===== src/rtl/reg_file_8x16.sv =====
// reg_file_8x16: 8-entry register file, R0 hardwired to zero, two combinational read ports with write-through bypass
module reg_file_8x16 #(
  parameter int DATA_W     = 16,
  parameter int DEPTH_LOG2 = 3
) (
  input  logic                  clk,
  input  logic                  clr_n,
  input  logic                  LOAD,
  input  logic [DEPTH_LOG2-1:0] WA,
  input  logic [DATA_W-1:0]     WD,
  input  logic [DEPTH_LOG2-1:0] RA1,
  input  logic [DEPTH_LOG2-1:0] RA2,
  output logic [DATA_W-1:0]     RD1,
  output logic [DATA_W-1:0]     RD2
);
  localparam int N = 2 ** DEPTH_LOG2;
  logic [DATA_W-1:0] regs_q [N];
  logic [DATA_W-1:0] regs_d [N];
  logic              wr_en;
  assign wr_en = LOAD && clr_n && (WA != '0);
  // next-state: only the addressed register takes WD; R0 is pinned to zero
  always_comb begin
    regs_d = regs_q;
    if (wr_en) regs_d[WA] = WD;
    regs_d[0] = '0;
  end
  // register array, cleared asynchronously so reads drop to zero at once
  always_ff @(posedge clk or negedge clr_n) begin
    if (!clr_n) begin
      for (int i = 0; i < N; i++) regs_q[i] <= '0;
    end else begin
      regs_q <= regs_d;
    end
  end
  // read ports forward the pending write so a same-cycle read sees new data
  always_comb begin
    RD1 = (wr_en && RA1 == WA) ? WD : regs_q[RA1];
    RD2 = (wr_en && RA2 == WA) ? WD : regs_q[RA2];
  end
endmodule


===== config.mk =====
export PLATFORM = sky130hd
export DESIGN_NAME = reg_file_8x16
export DESIGN_NICKNAME = d
export VERILOG_FILES = /design/src/rtl/reg_file_8x16.sv
export SDC_FILE = /design/constraint.sdc
export NUM_CORES = 1
export LEC_CHECK = 0
export CAP_MARGIN = 20
export CORE_UTILIZATION = 53
export DETAILED_ROUTE_END_ITERATION = 8
export GPL_ROUTABILITY_DRIVEN = 0
export GPL_TIMING_DRIVEN = 0
export PLACE_DENSITY = 0.75
export SETUP_SLACK_MARGIN = 0.4
export SLEW_MARGIN = 15
export SYNTH_ARGS = -nofsm -noshare
export SYNTH_HDL_FRONTEND = slang
export SYNTH_SLANG_ARGS = --single-unit
export TNS_END_PERCENT = 20

===== constraint.sdc =====
create_clock -name clk -period 1.6 [get_ports clk]
set_input_delay 0.24 -clock clk [delete_from_list [all_inputs] [get_ports clk]]
set_output_delay 0.24 -clock clk [all_outputs]
set_load 0.01 [all_outputs]

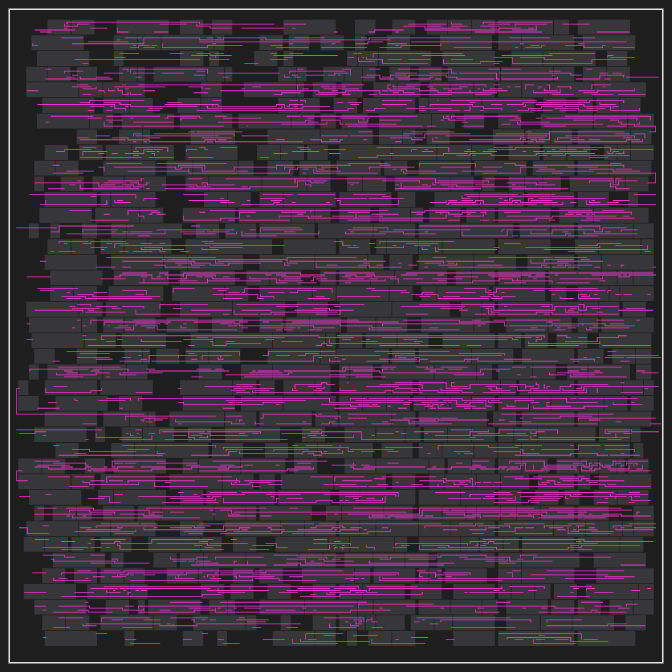
(run_1/met1.png)
The layer carries 9930 µm of wire. The longest straight run is 44.2 µm. The wires run mostly horizontal. The layer holds 40% of the routed length. 637 nets have wire on it.

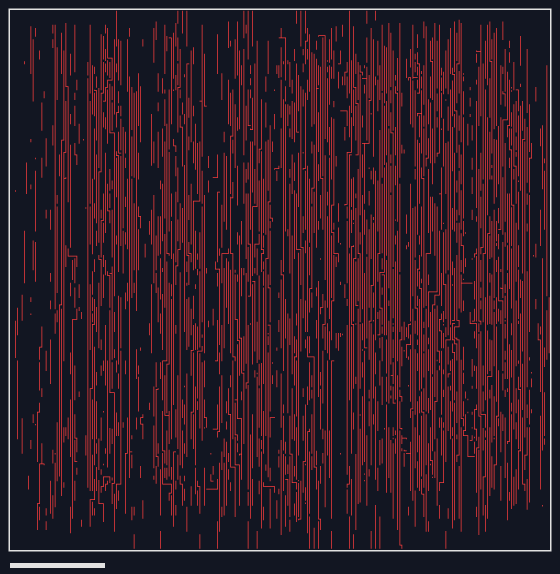
(run_1/met2.png)
Scale bar: 20 µm.
The wires run mostly vertical. The layer holds 48% of the routed length. The longest straight run is 85.7 µm. 648 nets have wire on it. The layer carries 12000 µm of wire.

==> flow_summary_export.csv, run 1 <==
group,metric,value,unit
sta,setup_ws,-0.402,ns
final_layout,area_growth,51.9,%
sta,setup_viol,32,
power_and_ir_drop,power,10.3,mW
power_and_ir_drop,p_seq_share,39.7,%
global_route,antenna_found_initial,0,
cts,cts_resized,291,
sta,slew_viol_final,0,
cts,cts_setup_buffers,48,
final_layout,final_util,82.8,%
global_route,grt_max_degree,56,
power_and_ir_drop,power.internal,6.88,mW
synthesis,async_reset_ff_share,100,%
die,rows,40,
sta,skew,0,ns
final_layout,regMostFlops,"regs_q",
sta,rsz0062_at_grt,"yes",
setup_path,slowest_stage,"o311ai_4",
cts,cts.sinks,112,
global_route,grt_overflow,0,
power_and_ir_drop,p_leak,4.31,nW
run_status,status,"finished, violations left",
setup_path,path_common_cell,"buf_6",
flow_run,maxCapViolations,0,
setup_path,cp.arrival,1.76,ns
power_and_ir_drop,power_switching,3.39,mW
synthesis,synthFlopType,"dfrtp_1",
power_and_ir_drop,peakVddDrop,0.848,mV
power_and_ir_drop,switching_share,33.0,%
synthesis,avgSynthCellArea,12.6,µm²
setup_path,startpoint_type,"input pin",
cts,clkTransAtPathRegs,0.08,ns
run_status,violations,"negative setup slack",
synthesis,synth.distinct_cells,27,
drt,antenna_violating_nets_post_route,0,
place,io_buffer_count,54,
sta,tightestPinTransition,0.660,ns
synthesis,synth_area,6550,µm²
setup_path,worst_ep_required_time,1.36,ns
global_route,grt_pass1_vias,5828,
sta,timing.slew.headroom,55.8,%
final_layout,nets,689,
cts,cts_tree,"yes",
power_and_ir_drop,comb_power_share,37.0,%
cts,numCtsBuffers,9,
synthesis,area_leaders,"dfrtp_1 43%, mux2_2 29%, mux2i_1 4.9%, a221oi_1 4.3%, a221o_1 2.4%",
global_route,grt_usage,38.4,%
synthesis,yosysWarnings,0,
setup_path,critical_path.max_fanout,5,
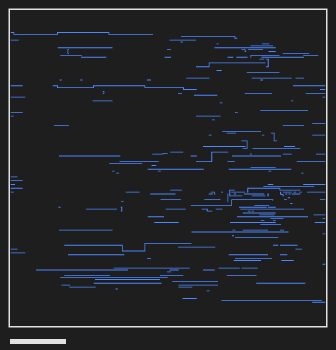
(run_1/met3.png)
Scale bar: 20 µm.
The wires run mostly horizontal. 115 nets have wire on it. The layer carries 1540 µm of wire.

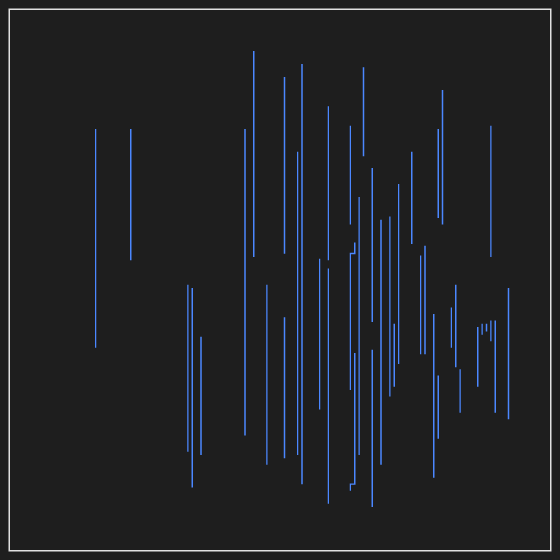
(run_1/met4.png)
36 nets have wire on it. The wires run mostly vertical.
final WL: 24700 µm
routed via count: 5538

==> run 1: worst max-delay path, delay by kind of cell <==
kind            cells  cell delay (ns)
compound gates      2             0.50
buf+inv             7             0.99
simple gates        1             0.03
==> run 1: area by class of cell <==
class	instances	area (µm²)	area share, %
Clock inverter	7	77.6	0.780
Buffer	46	678	6.82
Tap cell	147	184	1.85
Timing Repair Buffer	129	1310	13.2
Clock buffer	9	225	2.27
Multi-Input combinational cell	363	4660	46.9
Sequential cell	112	2800	28.2
==> run 1: path summary, 6_finish.rpt <==
kind                                        startpoint                      to  slack [ns]  depth (start not counted)
worst max-delay path                             WA[2]                 RD2[10]       -0.40                         10
worst min-delay path                             clr_n  regs_q[83]$_DFFE_PN0P_        0.43                          4
worst max register to register  regs_q[97]$_DFFE_PN0P_  regs_q[97]$_DFFE_PN0P_        0.56                          3
worst min register to register   regs_q[9]$_DFFE_PN0P_   regs_q[9]$_DFFE_PN0P_        0.53                          1
max in group asynchronous                        clr_n  regs_q[40]$_DFFE_PN0P_        0.64                          3
min in group asynchronous                        clr_n  regs_q[33]$_DFFE_PN0P_        0.49                          2
==> run 1: placed cells by master, fill, tap and decap left out, types with 3 or more instances in the layout <==
cell type,netlist,layout
mux2_2,166,141
o21ai_2,0,12
buf_12,1,24
mux2_4,10,35
xor2_4,0,3
nand2_2,0,8
dfrtp_1,112,112
nor2_4,0,3
a221oi_2,0,10
o22ai_1,16,3
nor2b_1,3,3
mux2i_1,32,32
clkdlybuf4s50_1,0,16
nand2_4,0,16
buf_2,17,30
clkbuf_16,0,12
buf_8,0,14
o31ai_4,0,15
o22ai_4,0,3
o21ai_4,0,4
nor3_4,3,3
buf_6,4,24
a221oi_4,0,22
o22ai_2,0,10
buf_4,11,46
nand2_1,35,10
buf_16,0,5
clkbuf_2,2,3
a221o_1,16,16
clkbuf_8,0,6
==> run 1: stage by stage <==
| step | TNS (ns) | instances | instance area (µm²) |
|---|---|---|---|
| detailed placement | -121.78 | 723 | 8180 |
| global route | -11.51 | 813 | 9940 |
| floorplan | 0 | 521 | 7420 |
| global placement | -1232.62 | 722 | 8150 |
| CTS | -9.27 | 795 | 9660 |
| finish | -10.55 | 813 | 9940 |
==> run 1: routing by layer <==
| layer | share of wire (%) | track usage [%] | vias up | routed length, µm |
|---|---|---|---|---|
| met4 | 5.2 | 20.4 | 0 | 1290 |
| met5 | 0 | 0 | - | 0 |
| met2 | 48 | 64.0 | 295 | 12000 |
| li1 | - | - | 2293 | - |
| met3 | 6.2 | 8.52 | 99 | 1540 |
| met1 | 40 | 46.6 | 2851 | 9930 |
==> run 1: cells by family after synthesis <==
logic type	after synthesis	synth area share [%]
flip-flops	112	42.8
buffers and inverters	46	4.34
AND/OR/NAND/NOR	52	4.72
multiplexers	208	35.7
AND-OR/OR-AND	97	11.6
XOR/XNOR	6	0.803
==> run 1: power groups by stage <==
stage / registers (mW) / clock network [mW] / logic [mW]
floorplan: 3.90 / 0 / 2.16
global placement: 4.00 / 0 / 2.86
detailed placement: 4.05 / 0 / 2.94
CTS: 3.99 / 2.40 / 3.43
global route: 4.14 / 2.50 / 3.98
finish: 4.08 / 2.40 / 3.80
==> run_1/final_clocks.png <==
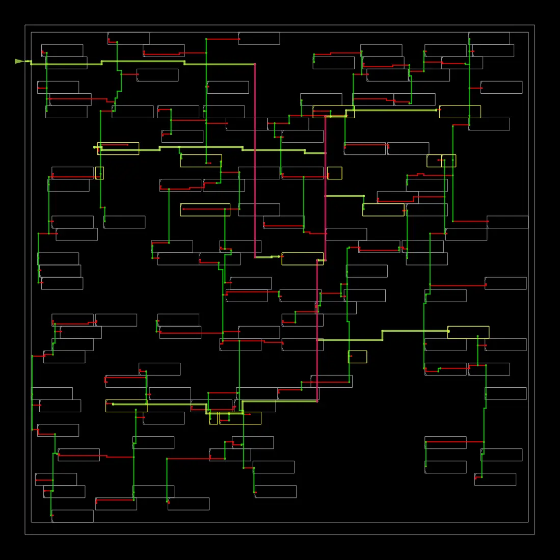

--- run 2 (diff from run 1) ---
--- a/config.mk
+++ b/config.mk
@@ -12,6 +12,7 @@
 export GPL_TIMING_DRIVEN = 0
 export PLACE_DENSITY = 0.75
 export SETUP_SLACK_MARGIN = 0.4
+export SKIP_LAST_GASP = 1
 export SLEW_MARGIN = 15
 export SYNTH_ARGS = -nofsm -noshare
 export SYNTH_HDL_FRONTEND = slang
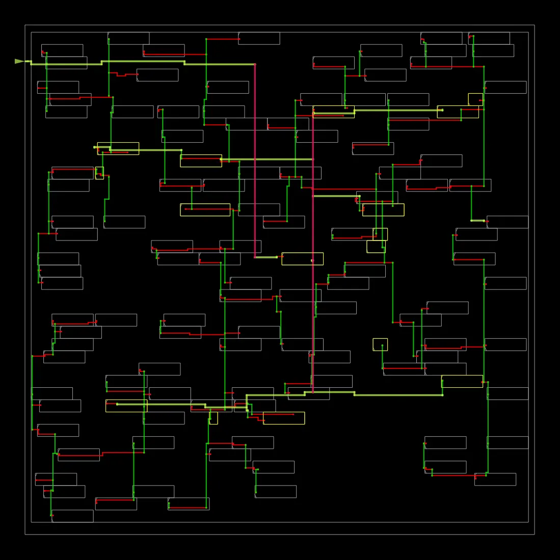
(run_2/final_clocks.png)
Clock Skews: 0 ns
CLK BUF: 9

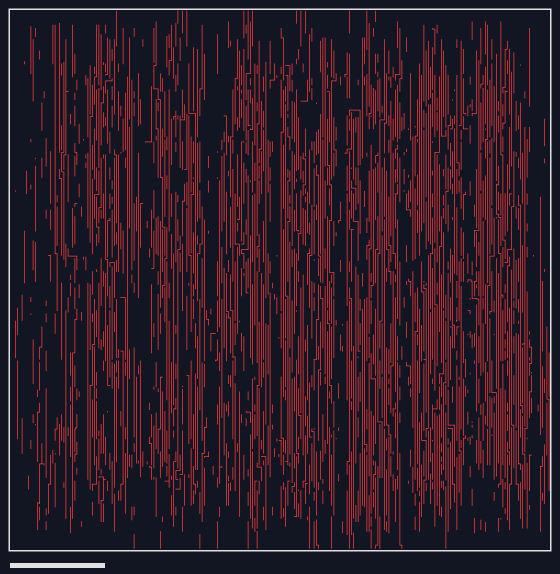
(run_2/met2.png)
Scale bar: 20 µm.
The longest straight run is 84.0 µm. The wires run mostly vertical. 647 nets have wire on it. The layer holds 49% of the routed length. The layer carries 11600 µm of wire.

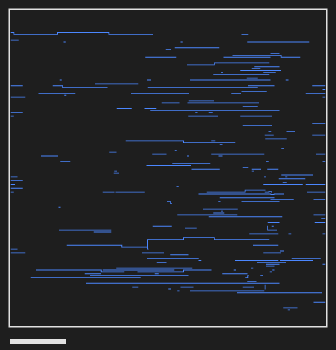
(run_2/met3.png)
Scale bar: 20 µm.
final WL: 23700 µm
Global Route met3 Usage: 9.53%
routed via count: 5425

==> flow_summary_export.csv, run 2 <==
group,metric,value,unit
global_route,grt_overflow,0,
power_and_ir_drop,power_switching,3.30,mW
setup_path,worst_ep_required_time,1.36,ns
final_layout,nets,685,
setup_path,r2r-end,"regs_q[105]$_DFFE_PN0P_",
final_layout,area_growth,49.6,%
die,pin_count,60,
final_layout,lay_top_count,"mux2_2",
drt,drtIter0Drc,473,
synthesis,async_reset_ff_share,100,%
setup_path,rrSetupSlack,0.58,ns
setup_path,ff2ff_path_depth,3,
flow_run,maxCapViolations,0,
cts,clkTransAtPathRegs,0.08,ns
place,io_buffer_count,54,
setup_path,cp.arrival,1.74,ns
power_and_ir_drop,p_seq_share,40.0,%
cts,cts.sinks,112,
setup_path,critical_path.max_fanout,5,
drt,antenna_violating_nets_post_route,0,
hold_path,hold_start,"WA[0]",
synthesis,area_leaders,"dfrtp_1 43%, mux2_2 29%, mux2i_1 4.9%, a221oi_1 4.3%, a221o_1 2.4%",
setup_path,r2r_start,"regs_q[105]$_DFFE_PN0P_",
cts,numCtsBuffers,9,
synthesis,synth_area,6550,µm²
sta,tns,-19.25,ns
setup_path,startpoint_type,"input pin",
synthesis,yosysWarnings,0,
hold_path,hold_end,"regs_q[51]$_DFFE_PN0P_",
power_and_ir_drop,peakVddDrop,0.807,mV
global_route,grt_pass1_vias,5886,
run_status,violations,"negative setup slack",
die,rows,40,
power_and_ir_drop,power.internal,6.82,mW
sta,setup_viol,87,
run_status,status,"finished, violations left",
sta,rsz0062_at_grt,"yes",
final_layout,layout_top_cells,"146 x mux2_2, 112 x dfrtp_1, 48 x buf_4",
global_route,grt_max_degree,56,
sta,slew_viol_final,0,
power_and_ir_drop,comb_power_share,36.3,%
final_layout,regMostFlops,"regs_q",
synthesis,synth.distinct_cells,27,
sta,setup_ws,-0.382,ns
power_and_ir_drop,switching_share,32.6,%
global_route,antenna_found_initial,0,
hold_path,min_path_cells,4,
==> run 2: cell count changes in the layout (fill, tap and decap cells not counted), moves of 3 or more <==
cell	change
nand2_4	+4
mux2_4	-5
buf_12	-3
buf_2	+3
nor2_4	-3
mux2_2	+5
nor2_2	+3
buf_6	-4
==> run 2: per-stage QoR <==
| stage | instances | setup slack, ns | instance area, µm² | total power, mW | util (%) |
|---|---|---|---|---|---|
| 2_1_floorplan | 521 | 0.0486 | 7420 | 6.06 | - |
| 3_3_place_gp | 722 | -5.83 | 8150 | 6.86 | 67.8 |
| 3_5_place_dp | 723 | -1.42 | 8180 | 7.00 | 68.1 |
| 4_1_cts | 795 | -0.368 | 9520 | 9.78 | 79.3 |
| 5_1_grt | 809 | -0.406 | 9790 | 10.5 | 81.5 |
| 6_report | 809 | -0.382 | 9790 | 10.1 | 81.5 |
==> run 2: how the worst max path moves through the flow <==
stage,from,to,slack [ns]
3_5_place_dp,WA[2],RD1[15],-1.42
2_1_floorplan,RA2[1],RD2[0],0.05
3_3_place_gp,clr_n,regs_q[56]$_DFFE_PN0P_,-5.83
6_report,WA[0],RD2[10],-0.38
5_1_grt,WA[0],RD2[6],-0.41
4_1_cts,regs_q[103]$_DFFE_PN0P_,RD1[7],-0.37
==> run 2: area by class of cell <==
cell class,instances,area (µm²)
buffer,46,612
clock buffer,9,225
clock inverter,7,77.6
fill,619,2220
multi-input combinational,363,4630
sequential,112,2800
tap,147,184
timing repair buffer,125,1260
==> run 2: kinds of logic after synthesis <==
group           count (synthesis)  share of synthesized area (%)
buf+inv                        46                           4.34
mux                           208                           35.7
simple gates                   52                           4.72
compound gates                 97                           11.6
xor+xnor                        6                          0.803
flops                         112                           42.8
==> run 2: layer usage <==
layer  track usage [%]  part of all wire, %  vias up
met4              21.1                  5.3        0
met2              61.3                   49      259
met1              45.2                   39     2807
li1                  -                    -     2280
met5                 0                    0        -
met3              9.53                  6.5       79
==> run 2: critical path, stage by stage <==
cell and delay, ns:
buf_12 0.10, o311ai_4 0.30, buf_6 0.15, nor4_4 0.03
buf_6 0.15, buf_6 0.14, buf_16 0.15, buf_12 0.13
o31ai_4 0.17, buf_2 0.16
==> run 2: timing repair <==
item | 4_1_cts | 5_1_grt
cloned | 5 | 0
hold endpoints to repair | 58 | 0
setup endpoints to repair | 144 | 144
hold buffers | 3 | 0
resized | 256 | 32
pin swaps | 36 | 21
setup buffers | 48 | 14
==> run 2: power by group through the flow <==
stage	clock network [mW]	registers, mW	logic (mW)
detailed placement	0	4.05	2.94
global route	2.50	4.12	3.87
finish	2.40	4.05	3.67
global placement	0	4.00	2.86
CTS	2.40	3.98	3.40
floorplan	0	3.90	2.16
==> run_2/met4.png <==
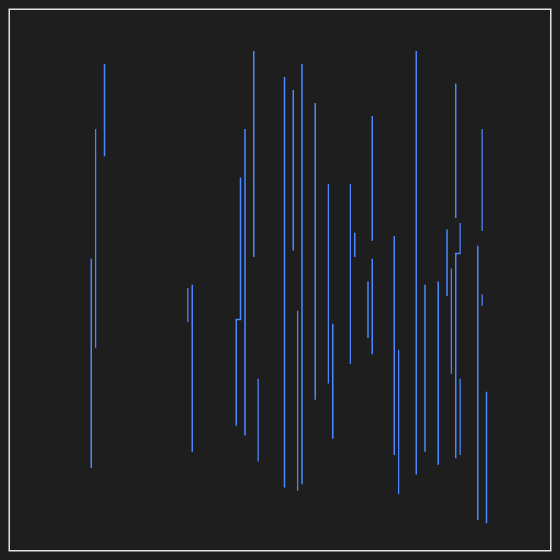

--- run 3 (diff from run 2) ---
--- a/config.mk
+++ b/config.mk
@@ -10,7 +10,7 @@
 export DETAILED_ROUTE_END_ITERATION = 8
 export GPL_ROUTABILITY_DRIVEN = 0
 export GPL_TIMING_DRIVEN = 0
-export PLACE_DENSITY = 0.75
+export PLACE_DENSITY = 0.8
 export SETUP_SLACK_MARGIN = 0.4
 export SKIP_LAST_GASP = 1
 export SLEW_MARGIN = 15
==> constraint.sdc (replaced) <==
create_clock -name clk -period 1.8 [get_ports clk]
set_input_delay 0.27 -clock clk [delete_from_list [all_inputs] [get_ports clk]]
set_output_delay 0.27 -clock clk [all_outputs]
set_load 0.01 [all_outputs]
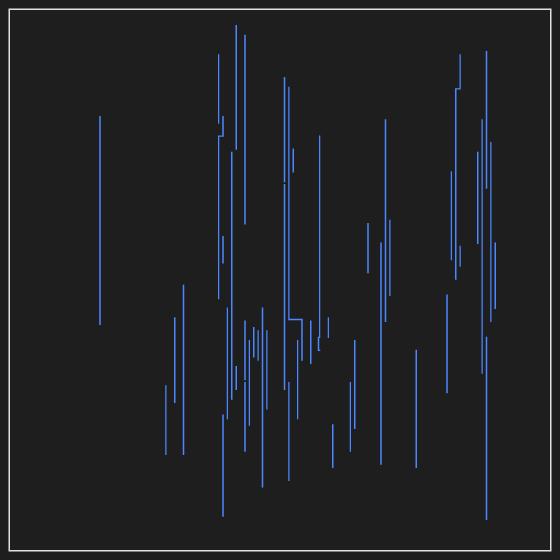
(run_3/met4.png)
The layer carries 1130 µm of wire. The longest straight run is 53.0 µm.

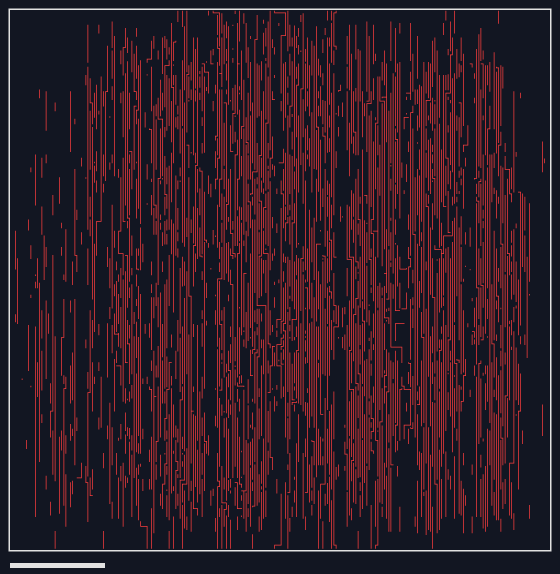
(run_3/met2.png)
Scale bar: 20 µm.
The wires run mostly vertical. The longest straight run is 56.8 µm. 648 nets have wire on it.

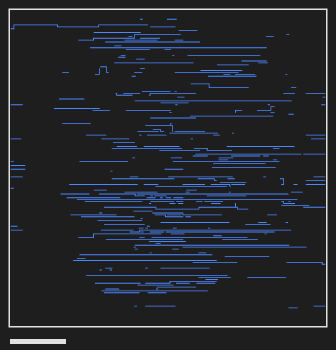
(run_3/met3.png)
Scale bar: 20 µm.
Global Route met3 Usage: 10.0%
routed via count: 5583
final WL: 24800 µm

==> flow_summary_export.csv, run 3 <==
group,metric,value,unit
setup_path,critical_path.max_fanout,2,
synthesis,yosysWarnings,0,
die,pin_count,60,
cts,cts.sinks,112,
run_status,violations,"negative setup slack",
flow_run,maxCapViolations,0,
global_route,grt_overflow,0,
final_layout,final_area,9740,µm²
global_route,grt_usage,36.9,%
synthesis,async_reset_ff_share,100,%
global_route,grt_max_degree,38,
synthesis,area_leaders,"dfrtp_1 43%, mux2_2 29%, mux2i_1 4.9%, a221oi_1 4.3%, a221o_1 2.4%",
place,dpl-instance-area,8120,µm²
die,rows,40,
final_layout,fillers,603,
sta,rsz0062_at_grt,"yes",
final_layout,regMostFlops,"regs_q",
sta,tightestPinTransition,0.653,ns
final_layout,logic_area,4510,µm²
synthesis,synth_area,6550,µm²
synthesis,avgSynthCellArea,12.6,µm²
final_layout,final_util,81.1,%
cts,clkTransAtPathRegs,0.08,ns
run_status,status,"finished, violations left",
synthesis,synthFlopType,"dfrtp_1",
sta,setup_viol,55,
sta,setup_ws,-0.243,ns
setup_path,rrSetupSlack,0.72,ns
setup_path,worst_ep_required_time,1.53,ns
==> run 3: cell counts after synthesis <==
Identical to the previous run, type by type.
==> run 3: critical path, cell delays in order, from the launching register on <==
cell and delay (ns):
dfrtp_1 0.42, mux2_4 0.29, a221oi_4 0.30, a221o_1 0.18, o21ai_2 0.06, buf_2 0.15
==> run 3: area by class of cell <==
| class | count | share of cell area, % |
|---|---|---|
| well taps | 147 | 1.89 |
| clock buffers | 10 | 2.45 |
| flip-flops and latches | 112 | 28.8 |
| clock inverters | 6 | 0.706 |
| multi-input cells | 363 | 46.3 |
| repair buffers | 128 | 13.6 |
| plain buffers | 46 | 6.28 |
==> run 3: final timing paths <==
path / startpoint / endpoint / depth (start not counted)
worst min-delay path: clr_n / regs_q[79]$_DFFE_PN0P_ / 2
min in group clk: WA[2] / regs_q[107]$_DFFE_PN0P_ / 4
worst max-delay path: regs_q[96]$_DFFE_PN0P_ / RD1[0] / 5
worst max register to register: regs_q[99]$_DFFE_PN0P_ / regs_q[99]$_DFFE_PN0P_ / 3
max in group asynchronous: clr_n / regs_q[63]$_DFFE_PN0P_ / 3
worst min register to register: regs_q[30]$_DFFE_PN0P_ / regs_q[30]$_DFFE_PN0P_ / 1
==> run 3: repair_timing <==
action / CTS / global route
endpoints found under the setup margin: 144 / 144
hold buffers: 3 / 0
resized: 243 / 44
endpoints found under the hold margin: 40 / 0
setup buffers: 38 / 22
gates cloned: 8 / 2
pin swaps: 25 / 18
==> run 3: per-stage QoR <==
stage,cells,power [mW]
2_1_floorplan,521,5.36
3_3_place_gp,722,6.06
3_5_place_dp,723,6.22
4_1_cts,788,8.61
5_1_grt,812,9.31
6_report,812,9.03
==> run 3: cell families (layout without fill, tap and decap cells) <==
kind of cell	Yosys count	after routing	share of synthesized area, %
XOR/XNOR	6	6	0.803
flip-flops	112	112	42.8
AND-OR/OR-AND	97	97	11.6
buffers and inverters	46	190	4.34
multiplexers	208	208	35.7
AND/OR/NAND/NOR	52	52	4.72
==> run 3: where the power goes <==
| part | internal [mW] | switching, mW | leakage [nW] |
|---|---|---|---|
| sequential | 3.10 | 0.511 | 1.37 |
| clock | 1.12 | 0.994 | 0.149 |
| combinational | 1.83 | 1.47 | 2.76 |
==> run 3: per-layer routing <==
metal / up-vias / routed length, µm / track usage (%)
li1: 2281 / - / -
met1: 2819 / 9440 / 47.8
met2: 378 / 11700 / 58.3
met3: 105 / 2510 / 10.0
met4: 0 / 1130 / 16.1
met5: - / 0 / 0
Power is estimated from default activity; no workload was simulated.
